==> src/rtl/rob_alloc_commit_ctrl_if.sv <==
// Bundle between the ROB sequencer and the issue stage / entry array.
// ROB_DUAL_COMMIT_EN adds the second retire port (commit1_*).
interface rob_if #(
   parameter int ENTRIES = 8,
   parameter int IDX_W   = 3,
   parameter int DEST_W  = 5
);
   logic                      alloc_req;
   logic                      alloc_gnt;
   logic [IDX_W-1:0]          alloc_idx;
   logic [ENTRIES-1:0]        sel;
   logic [ENTRIES-1:0]        entry_done;
   logic [ENTRIES*DEST_W-1:0] entry_dest;
   logic [IDX_W-1:0]          head;
   logic                      commit_valid;
   logic [IDX_W-1:0]          commit_idx;
   logic [DEST_W-1:0]         commit_dest;
   logic                      flush;
   logic                      entry_clr;
   logic                      full;
   logic                      empty;
   logic [IDX_W:0]            count;
`ifdef ROB_DUAL_COMMIT_EN
   logic                      commit1_valid;
   logic [IDX_W-1:0]          commit1_idx;
   logic [DEST_W-1:0]         commit1_dest;

   modport master (
      output alloc_req, entry_done, entry_dest, flush,
      input  alloc_gnt, alloc_idx, sel, head, commit_valid, commit_idx,
             commit_dest, entry_clr, full, empty, count,
             commit1_valid, commit1_idx, commit1_dest
   );
   modport slave (
      input  alloc_req, entry_done, entry_dest, flush,
      output alloc_gnt, alloc_idx, sel, head, commit_valid, commit_idx,
             commit_dest, entry_clr, full, empty, count,
             commit1_valid, commit1_idx, commit1_dest
   );
`else
   modport master (
      output alloc_req, entry_done, entry_dest, flush,
      input  alloc_gnt, alloc_idx, sel, head, commit_valid, commit_idx,
             commit_dest, entry_clr, full, empty, count
   );
   modport slave (
      input  alloc_req, entry_done, entry_dest, flush,
      output alloc_gnt, alloc_idx, sel, head, commit_valid, commit_idx,
             commit_dest, entry_clr, full, empty, count
   );
`endif
endinterface

==> src/rtl/rob_alloc_commit_ctrl.sv <==
// ROB sequencer: head/tail/occupancy, in-order commit and multi-cycle flush.
// Optional macro ROB_DUAL_COMMIT_EN retires head and head+1 in one cycle.
module rob_alloc_commit_ctrl #(
   parameter int ENTRIES      = 8,
   parameter int IDX_W        = 3,
   parameter int DEST_W       = 5,
   parameter int FLUSH_CYCLES = 2
) (
   input  logic clk,
   input  logic rst_n,
   rob_if.slave bus
);

   typedef enum logic {ST_RUN, ST_FLUSH} state_t;

   localparam logic [3:0]     FCNT_RELOAD = 4'(FLUSH_CYCLES - 1);
   localparam logic [IDX_W:0] CNT_FULL    = (IDX_W+1)'(ENTRIES);

   state_t             r_state, w_state_nxt;
   logic [IDX_W-1:0]   r_head, r_tail, w_head_nxt, w_tail_nxt;
   logic [IDX_W:0]     r_count, w_count_nxt;
   logic [3:0]         r_fcnt, w_fcnt_nxt;
   logic               w_run, w_full, w_empty, w_gnt, w_cv0, w_cv1, w_clr;
   logic [IDX_W:0]     w_nret;
   logic [DEST_W-1:0]  w_dest [ENTRIES];

   always_comb begin
      for (int i = 0; i < ENTRIES; i++) begin
         w_dest[i] = bus.entry_dest[i*DEST_W +: DEST_W];
      end
   end

   // Grant/commit decisions use the current count, never the post-edge one.
   assign w_run   = (r_state == ST_RUN);
   assign w_full  = (r_count == CNT_FULL);
   assign w_empty = (r_count == '0);
   assign w_gnt   = bus.alloc_req & ~w_full & ~bus.flush & w_run;
   assign w_cv0   = bus.entry_done[r_head] & ~w_empty & ~bus.flush & w_run;

`ifdef ROB_DUAL_COMMIT_EN
   logic [IDX_W-1:0] w_head1;
   assign w_head1           = r_head + IDX_W'(1);
   assign w_cv1             = w_cv0 & bus.entry_done[w_head1] &
                              (r_count >= (IDX_W+1)'(2));
   assign bus.commit1_valid = w_cv1;
   assign bus.commit1_idx   = w_head1;
   assign bus.commit1_dest  = w_dest[w_head1];
`else
   assign w_cv1 = 1'b0;
`endif

   assign w_nret = (IDX_W+1)'(w_cv0) + (IDX_W+1)'(w_cv1);

   always_ff @(posedge clk) begin
      if (!rst_n) begin
         r_state <= ST_RUN;
         r_head  <= '0;
         r_tail  <= '0;
         r_count <= '0;
         r_fcnt  <= '0;
      end else begin
         r_state <= w_state_nxt;
         r_head  <= w_head_nxt;
         r_tail  <= w_tail_nxt;
         r_count <= w_count_nxt;
         r_fcnt  <= w_fcnt_nxt;
      end
   end

   always_comb begin
      w_state_nxt = r_state;
      w_fcnt_nxt  = r_fcnt;
      w_clr       = 1'b0;
      w_head_nxt  = r_head + w_nret[IDX_W-1:0];
      w_tail_nxt  = r_tail + IDX_W'(w_gnt);
      w_count_nxt = r_count + (IDX_W+1)'(w_gnt) - w_nret;
      unique case (r_state)
         ST_RUN: begin
            if (bus.flush) begin
               w_state_nxt = ST_FLUSH;
               w_fcnt_nxt  = FCNT_RELOAD;
               w_head_nxt  = '0;
               w_tail_nxt  = '0;
               w_count_nxt = '0;
            end
         end
         ST_FLUSH: begin
            w_clr       = 1'b1;
            w_head_nxt  = '0;
            w_tail_nxt  = '0;
            w_count_nxt = '0;
            // A repeated flush extends the clear window from the top.
            if (bus.flush) begin
               w_fcnt_nxt = FCNT_RELOAD;
            end else if (r_fcnt == '0) begin
               w_state_nxt = ST_RUN;
            end else begin
               w_fcnt_nxt = r_fcnt - 4'd1;
            end
         end
         default: w_state_nxt = ST_RUN;
      endcase
   end

   assign bus.alloc_gnt    = w_gnt;
   assign bus.alloc_idx    = r_tail;
   assign bus.sel          = w_gnt ? (ENTRIES'(1) << r_tail) : '0;
   assign bus.head         = r_head;
   assign bus.commit_valid = w_cv0;
   assign bus.commit_idx   = r_head;
   assign bus.commit_dest  = w_dest[r_head];
   assign bus.entry_clr    = w_clr;
   assign bus.full         = w_full;
   assign bus.empty        = w_empty;
   assign bus.count        = r_count;

endmodule

==> src/flat_wrapper.sv <==
// flat-port wrapper written by rule: the top's interface ports become plain ports
module rob_alloc_commit_ctrl_flat 
#(
   parameter int ENTRIES      = 8,
   parameter int IDX_W        = 3,
   parameter int DEST_W       = 5,
   parameter int FLUSH_CYCLES = 2
)
  (clk, rst_n, bus_alloc_req, bus_entry_done, bus_entry_dest, bus_flush, bus_alloc_gnt, bus_alloc_idx, bus_sel, bus_head, bus_commit_valid, bus_commit_idx, bus_commit_dest, bus_entry_clr, bus_full, bus_empty, bus_count);
  rob_if #(.ENTRIES(ENTRIES), .IDX_W(IDX_W), .DEST_W(DEST_W)) bus_i ();
  input  logic clk;
  input  logic rst_n;
  input wire logic [$bits(bus_i.alloc_req)-1:0] bus_alloc_req;
  input wire logic [$bits(bus_i.entry_done)-1:0] bus_entry_done;
  input wire logic [$bits(bus_i.entry_dest)-1:0] bus_entry_dest;
  input wire logic [$bits(bus_i.flush)-1:0] bus_flush;
  output wire logic [$bits(bus_i.alloc_gnt)-1:0] bus_alloc_gnt;
  output wire logic [$bits(bus_i.alloc_idx)-1:0] bus_alloc_idx;
  output wire logic [$bits(bus_i.sel)-1:0] bus_sel;
  output wire logic [$bits(bus_i.head)-1:0] bus_head;
  output wire logic [$bits(bus_i.commit_valid)-1:0] bus_commit_valid;
  output wire logic [$bits(bus_i.commit_idx)-1:0] bus_commit_idx;
  output wire logic [$bits(bus_i.commit_dest)-1:0] bus_commit_dest;
  output wire logic [$bits(bus_i.entry_clr)-1:0] bus_entry_clr;
  output wire logic [$bits(bus_i.full)-1:0] bus_full;
  output wire logic [$bits(bus_i.empty)-1:0] bus_empty;
  output wire logic [$bits(bus_i.count)-1:0] bus_count;
  assign bus_i.alloc_req = bus_alloc_req;
  assign bus_i.entry_done = bus_entry_done;
  assign bus_i.entry_dest = bus_entry_dest;
  assign bus_i.flush = bus_flush;
  assign bus_alloc_gnt = bus_i.alloc_gnt;
  assign bus_alloc_idx = bus_i.alloc_idx;
  assign bus_sel = bus_i.sel;
  assign bus_head = bus_i.head;
  assign bus_commit_valid = bus_i.commit_valid;
  assign bus_commit_idx = bus_i.commit_idx;
  assign bus_commit_dest = bus_i.commit_dest;
  assign bus_entry_clr = bus_i.entry_clr;
  assign bus_full = bus_i.full;
  assign bus_empty = bus_i.empty;
  assign bus_count = bus_i.count;
  rob_alloc_commit_ctrl #(.ENTRIES(ENTRIES), .IDX_W(IDX_W), .DEST_W(DEST_W), .FLUSH_CYCLES(FLUSH_CYCLES)) u_core (.clk(clk), .rst_n(rst_n), .bus(bus_i));
endmodule
==> config.mk <==
export PLATFORM = sky130hd
export DESIGN_NAME = rob_alloc_commit_ctrl_flat
export DESIGN_NICKNAME = d
export VERILOG_FILES = /design/src/rtl/rob_alloc_commit_ctrl_if.sv /design/src/rtl/rob_alloc_commit_ctrl.sv /design/src/flat_wrapper.sv
export SDC_FILE = /design/constraint.sdc
export NUM_CORES = 1
export LEC_CHECK = 0
export ABC_CLOCK_PERIOD_IN_PS = 3900
export CORE_AREA = 2 2 60 62
export CTS_CLUSTER_SIZE = 8
export DETAILED_ROUTE_END_ITERATION = 10
export DIE_AREA = 0 0 62 64
export HOLD_SLACK_MARGIN = 0.08
export PLACE_DENSITY = 0.84
export SYNTH_ARGS = -nofsm -noshare
export SYNTH_HDL_FRONTEND = slang
export SYNTH_SLANG_ARGS = --single-unit
==> constraint.sdc <==
create_clock -name clk -period 3.9 [get_ports clk]
set_input_delay 0.78 -clock clk [delete_from_list [all_inputs] [get_ports clk]]
set_output_delay 0.78 -clock clk [all_outputs]
set_load 0.01 [all_outputs]
Figure 1. Gate-type map (run 1).
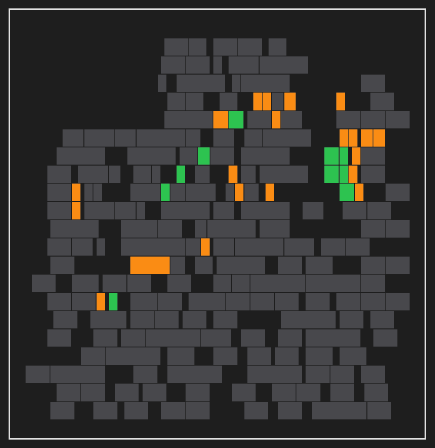
Green marks NAND gates, cells 10, most used nand2_1. Orange marks NOR gates, cells 21, most used nor2_1.
Top cell excl fill/tap: clkdlybuf4s50_1
Finished Layout Cells: 246
logic share of the area: 40.8%

Figure 2. Cell classes on the final placement (run 1).
Bar = 20 microns.
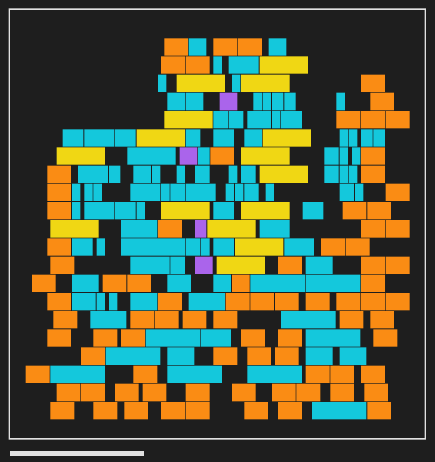
Yellow marks flip-flops, cells 15, share of their area 15%. Cyan marks all other logic, cells 98, share of their area 44%. Orange marks other buffers and delay cells, cells 83, share of their area 40%. Purple marks clock drivers and dummy loads, cells 4, share of their area 1.3%.
final instance area: 2110 sq um
row count: 21
Seq/total area: 14.3%
core area: 3280 sq um
final core utilization: 64.1%

==> out/qor.txt, run 1 <==
Pre-antenna DRT Iters -> 4
Crit share post-route -> 92.3%
Hold depth -> 2
Overall die area -> 3970 sq um
Synth Warn # -> 0
Dominant kind of combinational cell -> multiplexers
Yosys chip area -> 1260 sq um
Critical Path Source Type -> input port
Power Density -> 169 nW/um^2
Most used DFF post-synth -> dfxtp_1
Hold Path Class -> reg -> reg
Adder Area Share -> 10.6%
R2R setup slack -> 1.33 ns
Mux share of post-synthesis cell area -> 27.3%
Hpwl dp -> 3.03 mm
Resize count post-CTS -> 0
Buffers on Ports -> 82
CTS H-Tree Depth -> 1
Worst-path clk slew -> 0.09 ns
Buffer share of cell area -> 39.3%
Asr flop ratio synth -> 0%
Pre-CTS setup slack -> 0.283 ns
Core Util at FP -> 38.2%
CTS tree -> built
Setup repair after global routing missed its margin -> no
CP max FO -> 9
Net Count, Synth -> 182
Count of non-CTS buffers in the layout -> 83
Chip height -> 64 microns
Unique cell types -> 33
Number of non-clock inverters in the layout -> 9
Multi-input comb cells -> 89
Clock net sink count -> 15
Outcome -> finished, final reports clean
Slew @ Worst Pin -> 0.692 ns
Post-CTS Setup Bufs -> 0
Flop Count -> 15
Pin count of the biggest net entering global routing -> 17
Reg2reg path depth -> 9
Antenna cells -> 0
Yosys reg bits -> 15
Well Taps -> 46
Worst IR drop on VDD -> 0.000119 V
R2R Path Start -> u_core.bus.commit_idx[1]
Placed cell area -> 2080 sq um
Post-synth EDFFs -> 0
Headroom to the max-slew limit -> 53.8%
Hold buffers post-CTS -> 0
Worst setup margin -> 0.299 ns
Top achievable clock speed -> 278 MHz
DRC -> 0
Critical path data arrival time -> 2.82 ns
Sequential-to-total area share from yosys stat -> 23.9%
Aoi share -> 7.67%
Yosys Instances -> 120
Worst reg2reg endpoint -> u_core.bus.count[3]
Final Max Slew Viols -> 0
Critical path startpoint -> bus_flush
I/O pin total -> 83
CTS buffer count -> 3
Register Area -> 300 sq um
Leak pwr -> 0.771 nW
Filler cell count -> 268
Setup TNS -> 0 ns
Commonest cells in the netlist -> nor2_1 (16), dfxtp_1 (15), mux4_2 (10)
Synthesis-to-finish area growth -> 67.6%
Logic area -> 858 sq um
Vias in the first global route -> 1321
Capture point of the critical path -> bus_sel[4]
Initial DRC count -> 32
DR vias -> 1219
Max-Cap Viols -> 0
CLK BUF -> 3
Clock-cell share -> 1.31%
Nets -> 263
Netlist Area Pre-Place -> 1260 sq um
Post-DRT Antenna Nets -> 0
Cell area leaders -> dfxtp_1 (24%), mux4_2 (18%), ha_1 (9.0%)
Figure 3. Track usage over the die (run 1).
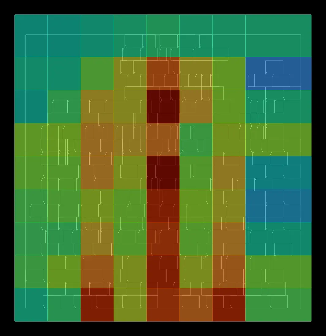
M1 GR Usage: 21.4%
Total Routing Usage GR: 19.6%
met3 Use GR: 3.24%
DR WL/cell: 14.6 microns
Top Usage Layer GRT: met2

-- run 1: metrics by stage --
stage               cells  hold slack, ns
floorplan             120           0.486
global placement      242           0.494
detailed placement    242           0.538
CTS                   246           0.554
global route          246           0.577
finish                246           0.559
-- run 1: worst min-delay path by stage --
stage,from,slack [ns],end
after floorplan,u_core.r_fcnt[1],0.49,u_core.r_fcnt[1]
after global placement,u_core.r_fcnt[1],0.49,u_core.r_fcnt[1]
after CTS,u_core.r_fcnt[3],0.55,u_core.r_fcnt[3]
final,u_core.r_fcnt[3],0.56,u_core.r_fcnt[3]
after global routing,u_core.r_fcnt[3],0.58,u_core.r_fcnt[3]
after detailed placement,u_core.r_fcnt[3],0.54,u_core.r_fcnt[3]
-- run 1: worst max-delay path: stages --
cell	delay, ns
clkdlybuf4s50_1	0.47
nor2_2	0.33
nand3_1	0.21
inv_1	0.17
nand2_1	0.12
nor3_1	0.17
clkdlybuf4s50_1	0.57
-- run 1: registers in the layout (all words and copies together) (netlist names) --
signal,flops
u_core.bus.alloc_idx,3
u_core.bus.commit_idx,3
u_core.bus.count,4
u_core.r_fcnt,4
u_core.r_state,1
-- run 1: routing by layer --
| layer | global-route usage, % | wire length (microns) | vias up |
|---|---|---|---|
| li1 | - | - | 586 |
| met1 | 21.4 | 1380 | 590 |
| met2 | 36.1 | 2020 | 34 |
| met3 | 3.24 | 115 | 9 |
| met4 | 6.65 | 65 | 0 |
| met5 | 0 | 0 | - |
-- run 1: power breakdown --
group          internal, mW  switching [mW]
Combinational        0.0750          0.0318
Sequential            0.156         0.00306
Clock                0.0382          0.0521
==> run 2: changes to the inputs <==
- GPL_ROUTABILITY_DRIVEN: not set -> 0
Figure 4. Cell classes on the final placement (run 2).
Bar = 20 microns.
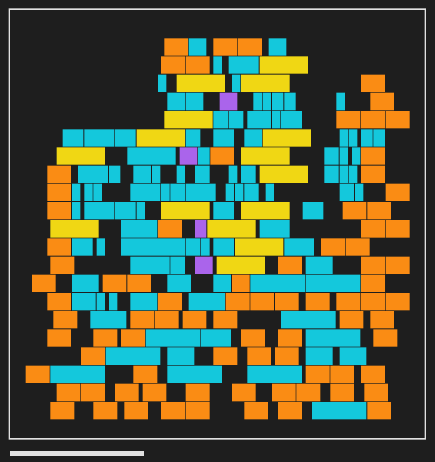
Orange marks other buffers and delay cells, cells 83, share of their area 40%. Cyan marks all other logic, cells 98, share of their area 44%. Yellow marks flip-flops, cells 15, share of their area 15%. Purple marks clock drivers and dummy loads, cells 4, share of their area 1.3%.

==> out/qor.txt, run 2 <==
Overall die area -> 3970 sq um
Netlist Area Pre-Place -> 1260 sq um
Reg2reg path depth -> 9
Yosys chip area -> 1260 sq um
Final instance area -> 2110 sq um
Yosys Instances -> 120
R2R setup slack -> 1.33 ns
Met3 WL -> 115 microns
DR vias -> 1219
Resize count post-CTS -> 0
Total Routing Usage GR -> 19.6%
Worst-path clk slew -> 0.09 ns
CTS tree -> built
Uppermost layer routed -> met4
Final core utilization -> 64.1%
WL met2 -> 2.02 mm
Placed cell area -> 2080 sq um
Top achievable clock speed -> 278 MHz
Finished Layout Cells -> 246
Headroom to the max-slew limit -> 53.8%
DRC -> 0
Power Density -> 169 nW/um^2
Pin count of the biggest net entering global routing -> 17
Clock net sink count -> 15
CP max FO -> 9
CTS H-Tree Depth -> 1
Cell area leaders -> dfxtp_1 (24%), mux4_2 (18%), ha_1 (9.0%)
Setup TNS -> 0 ns
Synthesis-to-finish area growth -> 67.6%
Pre-antenna DRT Iters -> 4
Hold Path Class -> reg -> reg
Row count -> 21
Nets -> 263
Post-DRT Antenna Nets -> 0
Leak pwr -> 0.771 nW
Pre-CTS setup slack -> 0.283 ns
Synth Warn # -> 0
Sequential-to-total area share from yosys stat -> 23.9%
Endpoint, Worst Hold -> u_core.r_fcnt[3]
DR WL/cell -> 14.6 microns
Critical path data arrival time -> 2.82 ns
CTS buffer count -> 3
Initial DRC count -> 32
Core area -> 3280 sq um
Top cell excl fill/tap -> clkdlybuf4s50_1
Hold depth -> 2
Critical Path Source Type -> input port
Buffers on Ports -> 82
I/O pin total -> 83
Commonest cells in the netlist -> nor2_1 (16), dfxtp_1 (15), mux4_2 (10)
Worst IR drop on VDD -> 0.000119 V
Hold slack final -> 0.559 ns
Vias in the first global route -> 1321
Outcome -> finished, final reports clean
Post-synth EDFFs -> 0
Max-Cap Viols -> 0
Min-delay src -> u_core.r_fcnt[3]
Most used DFF post-synth -> dfxtp_1
Metal-1 WL -> 1.38 mm
Figure 5. Gate-type map (run 2).
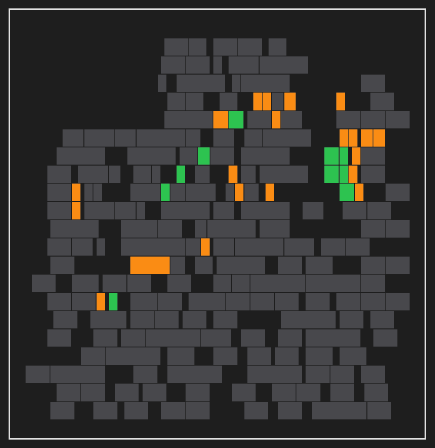
Green marks NAND gates, cells 10, most used nand2_1. Orange marks NOR gates, cells 21, most used nor2_1.

run 2: cell counts in the layout (fill, tap and decap cells not counted):
Identical to the previous run, type by type.
run 2: critical path, stage by stage:
cell and delay (ns):
clkdlybuf4s50_1 0.47, nor2_2 0.33, nand3_1 0.21, inv_1 0.17
nand2_1 0.12, nor3_1 0.17, clkdlybuf4s50_1 0.57
run 2: logic make-up after synthesis:
group,count (synthesis),share of synthesized area (%)
AND/OR/NAND/NOR,42,17.9
multiplexers,20,27.3
buffers and inverters,16,7.77
flip-flops,15,23.9
AND-OR/OR-AND,10,7.67
adder cells (fa/ha/maj),10,10.6
XOR/XNOR,7,4.88
run 2: area by class of cell:
| type | instances | area, sq um |
|---|---|---|
| Tap cell | 46 | 57.6 |
| Inverter | 9 | 33.8 |
| Clock inverter | 1 | 5.00 |
| Fill cell | 268 | 1180 |
| Clock buffer | 3 | 22.5 |
| Timing Repair Buffer | 83 | 828 |
| Sequential cell | 15 | 300 |
| Multi-Input combinational cell | 89 | 858 |
run 2: routing by layer:
metal / vias up / GRT usage [%]
li1: 586 / -
met1: 590 / 21.4
met2: 34 / 36.1
met3: 9 / 3.24
met4: 0 / 6.65
met5: - / 0
run 2: worst max-delay path by stage:
stage	from	end	slack, ns	depth (start not counted)
floorplan	bus_flush	bus_sel[4]	1.37	5
global placement	bus_flush	bus_sel[4]	0.43	7
finish	bus_flush	bus_sel[4]	0.30	7
detailed placement	bus_flush	bus_sel[4]	0.28	7
CTS	bus_flush	bus_sel[4]	0.29	7
global route	bus_flush	bus_sel[0]	0.13	7
run 2: power by group:
| group | internal (mW) | switching, mW |
|---|---|---|
| logic | 0.0750 | 0.0318 |
| registers | 0.156 | 0.00306 |
| clock network | 0.0382 | 0.0521 |
| total | 0.269 | 0.0869 |
Power and IR drop assume default switching activity.
